===== src/rtl/bldc_pkg.sv =====
// Shared types and bit-mapping helpers for the BLDC output stage.
package bldc_pkg;

    typedef enum logic [1:0] {
        OFF  = 2'd0,
        ON_H = 2'd1,
        ON_L = 2'd2,
        DEAD = 2'd3
    } leg_state_e;

    localparam int N_PHASES     = 3;
    localparam int FAULT_OC_BIT = 3;

    function automatic int IDX_H(input int k);
        return 2 * k;
    endfunction

    function automatic int IDX_L(input int k);
        return 2 * k + 1;
    endfunction

endpackage


===== src/rtl/deadtime_leg.sv =====
// One half-bridge leg: complementary gate FSM with dead-time insertion.
module deadtime_leg
    import bldc_pkg::*;
#(
    parameter int DEADTIME = 2,
    parameter int CNT_W    = 8
) (
    input  logic clk_i,
    input  logic rst_ni,
    input  logic req_h,
    input  logic req_l,
    input  logic force_dead,
    output logic gate_h,
    output logic gate_l
);

    generate
        if (DEADTIME < 1 || DEADTIME > (2 ** CNT_W) - 1) begin : g_bad_deadtime
            $error("deadtime_leg: DEADTIME out of range");
        end
    endgenerate

    localparam logic [CNT_W-1:0] CNT_LAST = CNT_W'(DEADTIME - 1);

    leg_state_e       state_reg, state_next;
    logic [CNT_W-1:0] cnt_reg, cnt_next;
    logic             gate_h_reg, gate_h_next;
    logic             gate_l_reg, gate_l_next;
    logic             only_h, only_l;

    assign only_h = req_h & ~req_l;
    assign only_l = req_l & ~req_h;

    always_ff @(posedge clk_i) begin
        if (!rst_ni) begin
            state_reg  <= OFF;
            cnt_reg    <= '0;
            gate_h_reg <= 1'b0;
            gate_l_reg <= 1'b0;
        end else begin
            state_reg  <= state_next;
            cnt_reg    <= cnt_next;
            gate_h_reg <= gate_h_next;
            gate_l_reg <= gate_l_next;
        end
    end

    always_comb begin
        state_next = state_reg;
        cnt_next   = cnt_reg;
        if (force_dead) begin
            // Holding the counter at 0 guarantees a full dead time after release.
            state_next = DEAD;
            cnt_next   = '0;
        end else begin
            case (state_reg)
                OFF: begin
                    if (only_h)      state_next = ON_H;
                    else if (only_l) state_next = ON_L;
                end
                ON_H: begin
                    if (!only_h) begin
                        state_next = DEAD;
                        cnt_next   = '0;
                    end
                end
                ON_L: begin
                    if (!only_l) begin
                        state_next = DEAD;
                        cnt_next   = '0;
                    end
                end
                DEAD: begin
                    if (cnt_reg == CNT_LAST) begin
                        cnt_next = '0;
                        if (only_h)      state_next = ON_H;
                        else if (only_l) state_next = ON_L;
                        else             state_next = OFF;
                    end else begin
                        cnt_next = cnt_reg + CNT_W'(1);
                    end
                end
                default: state_next = OFF;
            endcase
        end
    end

    // Gates are registered from the next state so they track the FSM with no extra lag.
    always_comb begin
        gate_h_next = (state_next == ON_H);
        gate_l_next = (state_next == ON_L);
    end

    assign gate_h = gate_h_reg;
    assign gate_l = gate_l_reg;

endmodule


===== src/rtl/hbridge_deadtime.sv =====
// Three-leg gate driver stage with dead time, shoot-through blocking and fault latch.
module hbridge_deadtime
    import bldc_pkg::*;
#(
    parameter int DEADTIME = 2,
    parameter int CNT_W    = 8
) (
    input  logic       clk_i,
    input  logic       rst_ni,
    input  logic       enable_i,
    input  logic [5:0] hbridge_i,
    input  logic       overcurrent_i,
    input  logic       clear_fault_i,
    output logic [5:0] gate_o,
    output logic       fault_o,
    output logic [3:0] fault_cause_o
);

    logic [N_PHASES:0] src;
    logic              src_any;
    logic              force_dead;
    logic              fault_reg, fault_next;
    logic [3:0]        cause_reg, cause_next;
    logic [5:0]        gate_w;

    assign src[FAULT_OC_BIT] = overcurrent_i;
    assign src_any           = |src;
    // Live sources force the legs in the same cycle so gates drop on the next edge.
    assign force_dead        = ~enable_i | fault_reg | src_any;

    generate
        for (genvar gi = 0; gi < N_PHASES; gi++) begin : g_leg
            assign src[gi] = enable_i & hbridge_i[IDX_H(gi)] & hbridge_i[IDX_L(gi)];

            deadtime_leg #(
                .DEADTIME (DEADTIME),
                .CNT_W    (CNT_W)
            ) u_leg (
                .clk_i      (clk_i),
                .rst_ni     (rst_ni),
                .req_h      (hbridge_i[IDX_H(gi)]),
                .req_l      (hbridge_i[IDX_L(gi)]),
                .force_dead (force_dead),
                .gate_h     (gate_w[IDX_H(gi)]),
                .gate_l     (gate_w[IDX_L(gi)])
            );

            always_ff @(posedge clk_i) begin
                assert (!(gate_w[IDX_H(gi)] && gate_w[IDX_L(gi)]))
                    else $error("hbridge_deadtime: both gates on in leg %0d", gi);
            end
        end
    endgenerate

    always_ff @(posedge clk_i) begin
        if (!rst_ni) begin
            fault_reg <= 1'b0;
            cause_reg <= '0;
        end else begin
            fault_reg <= fault_next;
            cause_reg <= cause_next;
        end
    end

    always_comb begin
        fault_next = fault_reg;
        cause_next = cause_reg;
        if (src_any) begin
            fault_next = 1'b1;
            cause_next = clear_fault_i ? src : (cause_reg | src);
        end else if (clear_fault_i) begin
            fault_next = 1'b0;
            cause_next = '0;
        end
    end

    assign gate_o        = gate_w;
    assign fault_o       = fault_reg;
    assign fault_cause_o = cause_reg;

endmodule


===== config.mk =====
export PLATFORM = sky130hd
export DESIGN_NAME = hbridge_deadtime
export DESIGN_NICKNAME = d
export VERILOG_FILES = /design/src/rtl/bldc_pkg.sv /design/src/rtl/deadtime_leg.sv /design/src/rtl/hbridge_deadtime.sv
export SDC_FILE = /design/constraint.sdc
export NUM_CORES = 1
export LEC_CHECK = 0
export ABC_CLOCK_PERIOD_IN_PS = 2220
export CAP_MARGIN = 10
export CORE_UTILIZATION = 34
export CTS_CLUSTER_DIAMETER = 150
export CTS_CLUSTER_SIZE = 20
export DETAILED_ROUTE_END_ITERATION = 7
export GPL_TIMING_DRIVEN = 0
export PLACE_DENSITY = 0.56
export SETUP_SLACK_MARGIN = 0.5
export SLEW_MARGIN = 5
export SYNTH_ARGS = -nofsm -noshare
export SYNTH_HDL_FRONTEND = slang
export SYNTH_SLANG_ARGS = --single-unit

===== constraint.sdc =====
create_clock -name clk_i -period 2.22 [get_ports clk_i]
set_input_delay 0.555 -clock clk_i [delete_from_list [all_inputs] [get_ports clk_i]]
set_output_delay 0.555 -clock clk_i [all_outputs]
set_load 0.02 [all_outputs]

Fig. 1: routed clock nets over the placement
(6 px per µm)
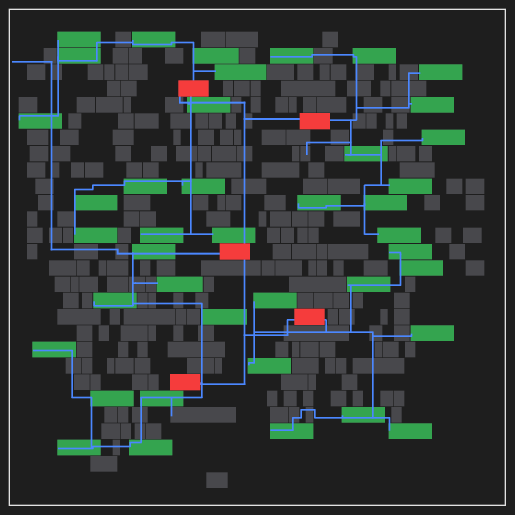
flip-flops -> green  # count 41
clock drivers -> red  # count 5
clock wires -> blue  # length 613 µm
flops lie = widely spread
Worst-Skew Late Latency: 0.30 ns
clock-net power: 0.000728 W
clock share of power: 43.3%
clock skew: 0.00488 ns

Fig. 2: clock wiring as the flow saved it
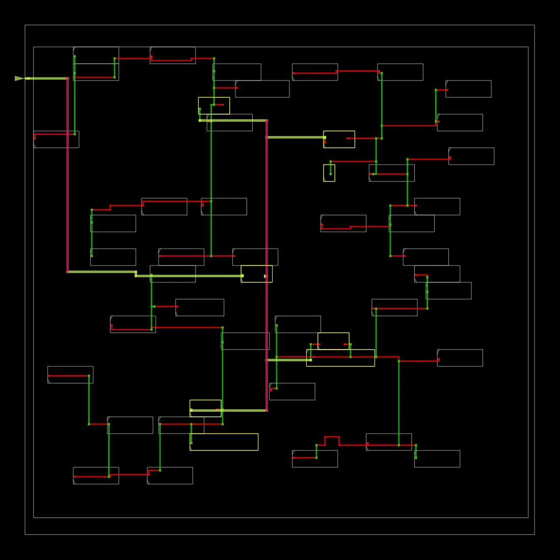
clock sink count: 41
Inserted Clock Buffers: 5

Fig. 3: ports around the boundary
(3 px per µm) Pins as bars across the die edge, other pins in grey.
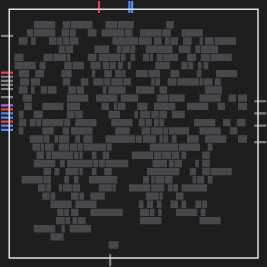
`hbridge_i` -> blue  # pins 6, direction input, edge 4 left, 2 top
`fault_cause_o` -> red  # pins 4, direction output, edge 3 left, 1 top
`clear_fault_i` -> purple  # pins 1, direction input, edge left
Die Y: 82.4 µm
number of I/O port buffers: 21
die extent in x: 82.4 µm

Fig. 4: placed cells, one colour a class
(4 px per µm) Fill, decap, tap and diode cells in grey.
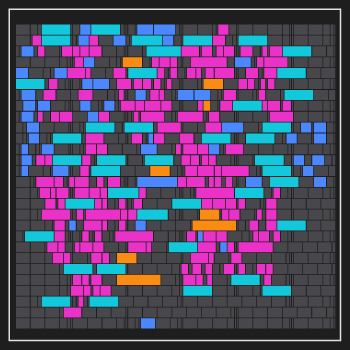
combinational and other logic -> magenta  # cells 186, share of their area 51%
flops -> cyan  # cells 41, share of their area 29%
other buffers and delay cells -> blue  # cells 49, share of their area 15%
clock drivers and dummy loads -> orange  # cells 8, share of their area 4.7%

-- how the worst max path moves through the flow --
stage	startpoint	end	slack (ns)	cells past startpoint
after floorplan	g_leg[2].u_leg.cnt_reg[0]	g_leg[2].u_leg.cnt_reg[6]	0.50	6
after global placement	hbridge_i[3]	g_leg[1].u_leg.cnt_reg[3]	-0.31	6
after detailed placement	hbridge_i[2]	g_leg[2].u_leg.gate_l	-0.30	7
after CTS	g_leg[2].u_leg.cnt_reg[1]	g_leg[2].u_leg.cnt_reg[7]	0.49	7
after global routing	hbridge_i[4]	g_leg[0].u_leg.cnt_reg[6]	0.40	7
final	g_leg[2].u_leg.cnt_reg[1]	g_leg[2].u_leg.cnt_reg[6]	0.50	7
-- power groups by stage --
stage | clock [W] | combinational [W] | sequential (W)
after floorplan | 0 | 0.0000906 | 0.000782
after global placement | 0 | 0.000155 | 0.000780
after detailed placement | 0 | 0.000156 | 0.000779
after CTS | 0.000748 | 0.000174 | 0.000763
after global routing | 0.000775 | 0.000208 | 0.000765
final | 0.000728 | 0.000191 | 0.000763
-- metal layers --
layer / up-vias / track usage (%) / part of all wire [%]
met5: - / 0 / 0
met2: 32 / 24.4 / 44
met1: 899 / 21.8 / 51
met4: 0 / 5.79 / 1.6
li1: 987 / - / -
met3: 7 / 3.96 / 3.3
-- final cells by class --
cell class                      instances  area, µm²  area share [%]
Multi-Input combinational cell        176       1390            47.6
Sequential cell                        41        828            28.4
Timing Repair Buffer                   36        337            11.5
Buffer                                 13        100            3.43
Tap cell                               75       93.8            3.21
Clock buffer                            5       68.8            2.36
Clock inverter                          3       65.1            2.23
Inverter                               10       37.5            1.29
-- through the flow --
step | total power [W] | instances | utilization (%) | setup slack (ns) | cell area, µm²
global placement | 0.000935 | 336 | 41.1 | -0.314 | 2500
detailed placement | 0.000935 | 336 | 41.1 | -0.301 | 2500
CTS | 0.00169 | 355 | 45.7 | 0.488 | 2790
global route | 0.00175 | 359 | 47.9 | 0.405 | 2920
floorplan | 0.000873 | 240 | - | 0.501 | 2200
finish | 0.00168 | 359 | 47.9 | 0.497 | 2920
-- worst max-delay path, stage by stage (launching register included) --
cell,delay [ns]
dfxtp_2,0.35
inv_2,0.06
ha_4,0.10
or4b_4,0.46
o211a_4,0.27
buf_6,0.13
a41oi_2,0.16
a311oi_1,0.06
-- cell usage in the layout, fill, tap and decap left out, drive strengths merged, types with 7 or more instances in the layout --
master | netlist | layout
dfxtp | 41 | 41
buf | 10 | 30
o21ai | 8 | 8
o31ai | 10 | 10
nor3b | 7 | 7
nand2b | 12 | 12
or4 | 10 | 10
a21oi | 32 | 32
dlygate4sd2 | 0 | 13
nand2 | 11 | 11
clkbuf | 3 | 9
nand3 | 11 | 11
nor2b | 7 | 7
a21boi | 9 | 9
inv | 10 | 10
-- kinds of logic after synthesis --
family / Yosys count
buffers and inverters: 23
and+or+nand+nor: 87
adders and majority gates: 12
AOI/OAI and AO/OA: 77
DFF: 41
-- repair_timing --
action                     4_1_cts  5_1_grt
gates cloned                     2        0
setup endpoints to repair       47       34
gates resized                   56       35
pin swaps                        7       10
buffers inserted                 9        4
==> Changelog: implementation <==
## Flow update

* Cell-internal power at 0.00129 W
* H-tree Lvls at 2
* Reg-to-Reg End: g_leg[2].u_leg.cnt_reg[6]
* XOR/XNOR Area Share at 0%
* Ys cells at 240
* Synthesized area at 0.00220 mm²
* Setup-failing EPs final at 0
* Outcome: complete, no violations
* Type of origin of the critical path: flop
* Clock root buffer: clkbuf_8
* Top logic family: simple AND/OR/NAND/NOR gates
* Number of flip-flops in the largest register at 24
* Io pins at 22
* Combinational Power Share at 11.4%
* Final Cycle Share at 77.6%
* Top cells by area: dfxtp_1, a21oi_1, ha_1
* Pwr dens at 576 mW/mm²
* Cell type with the largest total area: dfxtp_1
* Crit path DAT at 1.89 ns
* Sw power at 0.000395 W
* Final Max-Slew Violation Tally at 0
* Floorplan utilization at 36.1%
* Slew Limit Headroom at 67.7%
* Switching share of power at 23.5%
* Total Wirelength at 5010 µm
* Worst Hold Class: reg2reg
* Fmax at 580 MHz
* Post-synth top area share at 37.3%
* First-pass GRT wire length at 8230 µm
* Worst vdd ir at 0.271 mV
* Cell Type Count at 45
* Worst Reg-to-Reg Cells at 7
* # diodes at 0
* Crit path kind: reg2reg
* Worst-case hold slack at 0.492 ns
* Crit path DRT at 2.39 ns
* Nets@finish at 300
* Core area at 0.00610 mm²
* DRC at 0
* Hold_buf cts at 0
* Post-DP HPWL at 3260 µm
* Async SR Flop Fraction at 0%
* Site Rows at 28
* Register share after synthesis at 37.3%
* Yosys stat area at 0.00220 mm²
* Clk buf depth at 2
* CP Capture Type: flop
* Leakage at 1.08 nW
* Gr usage total at 16.0%
* Clock transition at path regs at 0.09 ns
* Pre-Repair DR Iteration Count at 4
* Share of cells above drive strength 1 at 26.4%
* Syn Area/Cell at 9.17 µm²
* Endpoints failing hold at 0
* GR Overflow Total at 0
* Fill count at 614
* Via density at 5.36
* Yosys adder share at 6.14%
* Portion of netlist area occupied by mux cells at 0%
* Top-count cell post-synth: dfxtp_1
* Post-synth EDFFs at 0
* Max Cap Violations at 0
* Layout area overhead at 32.8%
* CP Max Fanout at 5
* Setup TNS at 0 ns
* Synth Register Bits at 41
* Hold endpoint: g_leg[1].u_leg.cnt_reg[7]
* OpenROAD warnings at 31
* Antenna violations before repair at 0
* Yosys warns at 0
Power is estimated from default activity; no workload was simulated.
